==> config.mk <==
export PLATFORM = sky130hd
export DESIGN_NAME = id_ex_stage_flat
export DESIGN_NICKNAME = d
export VERILOG_FILES = /design/src/rtl/riscv_pkg.sv /design/src/rtl/id_ex_stage_if.sv /design/src/rtl/id_ex_stage_alu_ctrl.sv /design/src/rtl/id_ex_stage.sv /design/src/flat_wrapper.sv
export SDC_FILE = /design/constraint.sdc
export NUM_CORES = 1
export LEC_CHECK = 0
export CAP_MARGIN = 20
export CORE_MARGIN = 2
export CORE_UTILIZATION = 41
export CTS_CLUSTER_DIAMETER = 60
export DETAILED_ROUTE_END_ITERATION = 8
export DONT_BUFFER_PORTS = 1
export GPL_TIMING_DRIVEN = 0
export PLACE_DENSITY_LB_ADDON = 0.12
export SLEW_MARGIN = 20
export SYNTH_ARGS = -nofsm -noshare
export SYNTH_HDL_FRONTEND = slang
export SYNTH_SLANG_ARGS = --single-unit
==> constraint.sdc <==
create_clock -name clk -period 6 [get_ports clk]
set_clock_uncertainty 0.2 [all_clocks]
set_input_delay 1.2 -clock clk [delete_from_list [all_inputs] [get_ports clk]]
set_output_delay 1.2 -clock clk [all_outputs]
set_load 0.05 [all_outputs]
clk_routes.png
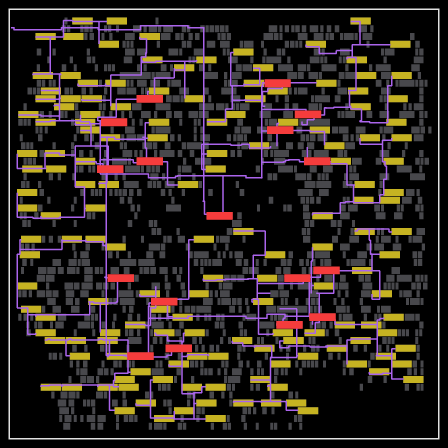
- purple: clock wires (length 2310 µm)
- red: clock drivers (count 17)
- yellow: flip-flops (count 153)
- flops lie: all over the die
Late-Pin Clk Latency: 0.45 ns
clock network power: 1.16 mW
clock power share: 42.3%

cell_density.png
15 x 15 tiles, from dark blue (low) to red (high), 0 to 100% covered.
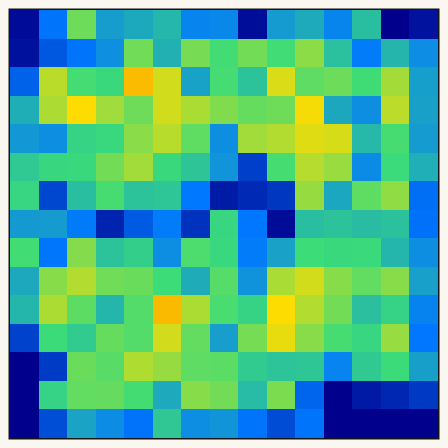
- mean over tiles: 42%
- tiles over 75% full: 0.90%
- nearly empty tiles: 4.0%
total core area: 20890 µm²
Core Density at Floorplan: 41.45%

wires.png
The bar under the picture is 50 µm long.
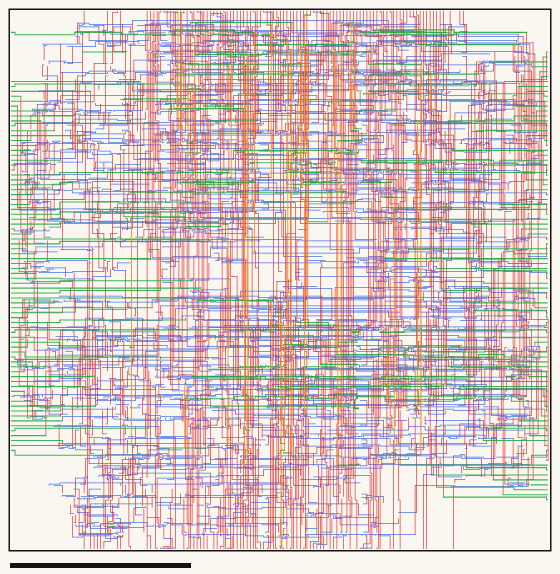
- red: metal 2 (wire length 18500 µm)
- orange: metal 4 (wire length 1750 µm)
- blue: metal 1 (wire length 15600 µm)
- green: metal 3 (wire length 5030 µm)
wirelength, routed: 40830 µm
via count: 9046

logic_types.png
The bar under the picture is 50 µm long.
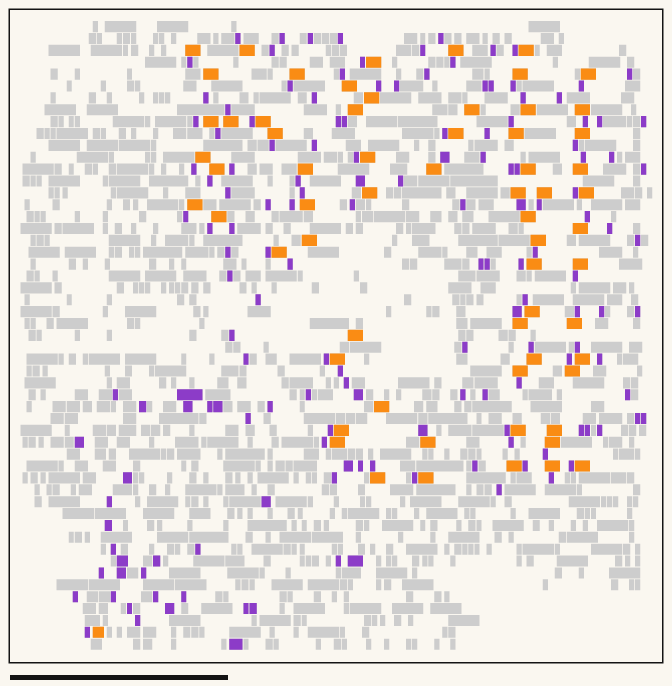
- orange: AND-OR and OR-AND gates (cells 65; most used a221o_1)
- purple: NOR gates (cells 155; most used nor2_1; where all over the die)
logic share of the area: 51.14%
most frequent logic cell in the layout: nand2_1
final std cells w/o fill: 1482

==> results.py <==
# Generated from Yosys and OpenROAD reports
metrics = {
    "place": {
        "dp_hpwl_um": 31460,
        "placed_cell_area_um2": 9123,
    },
    "worst_setup_path": {
        "slowest_stage": "o21ai_1",
        "path_max_fanout": 10,
        "critPathLaunchType": "primary input",
        "worst_ep_arrival_time_ns": 3.65,
        "crit_chain": "xnor2_1, nand4_1, nor2_1, clkbuf_1, a221oi_1, o21ai_1",
        "critical_path.max_stage_delay_ns": 0.87,
        "endpoint_kind": "primary output",
    },
    "logic_synthesis": {
        "ys_cells": 1171,
        "topCellsByArea": "dfxtp_1 (35%), nand2_1 (11%), a221o_1 (7.4%)",
        "synthAoiAreaFrac_pct": 27.02,
        "muxShareOfSynthArea_pct": 3.815,
        "simple_gate_share_pct": 23.06,
        "top_cell": "nand2_1",
        "syn_avg_cell_area_um2": 7.394,
        "netlist_area_um2": 8658,
        "syn-num-nets": 1406,
        "synth.distinct_cells": 51,
        "yosys_warnings": 0,
        "top_area_cell": "dfxtp_1",
        "top_cells_by_count": "nand2_1 (263), dfxtp_1 (153), nor2_1 (133), a21oi_1 (86), o21ai_0 (74)",
        "netlist_instances": 1171,
    },
    "layout": {
        "nFillCells": 2234,
        "comb_area_um2": 4977,
        "seq_cells": 153,
        "ff_latch_area_um2": 3063,
        "bufAreaShareNonClock_pct": 5.117,
        "drive_gt1_share_pct": 10.36,
        "nClkBuffers": 20,
    },
    "drt": {
        "viasPerCell": 6.104,
        "ant_nets": 0,
        "dr.pass1.iters": 5,
    },
    "final_timing": {
        "relSlewSlack_pct": 19.36,
        "fin_tns_setup_ns": 0,
        "rsz0062_at_grt": "no",
        "slew_viol_final": 0,
    },
    "global_routing": {
        "grt_pass1_vias": 8645,
        "grt_util_all_layers_pct": 35.54,
    },
    "outcome": {
        "status": "completed",
    },
    "cts": {
        "cts.sinks": 153,
        "cts_resized": 0,
        "postCtsSetupBuffers": 0,
        "cts_root_buffer": "clkbuf_16",
        "cts_tree": "built",
    },
    "floorplan": {
        "taps": 275,
    },
    "pwr": {
        "ir_worst_vdd_uv": 191.8,
    },
    "worst_hold_path": {
        "worst_hold_path_type": "reg -> reg",
        "hold_path_depth": 2,
    },
}
## per-stage QoR
stage	power (mW)	util, %	cells	hold slack (ns)
after floorplan	1.466	-	1171	0.2366
after global placement	1.580	43.10	1446	0.2449
after detailed placement	1.593	43.67	1449	0.2468
after CTS	2.722	46.58	1481	0.2555
after global routing	2.815	46.59	1482	0.2740
final	2.738	46.59	1482	0.2550
## metal layers
layer	up-vias	part of all wire, %	global-route usage (%)
met5	-	0	0
met4	0	4.3	14.90
met3	72	12	13.58
met2	505	45	56.82
met1	4335	38	42.78
li1	4134	-	-
## power by group
group | internal (mW) | switching, mW | leakage [nW]
sequential | 1.06 | 0.0421 | 1.25
combinational | 0.123 | 0.352 | 2.16
clock | 0.671 | 0.486 | 0.296
Power figures rest on the tool's default switching activity, not on a simulated workload.
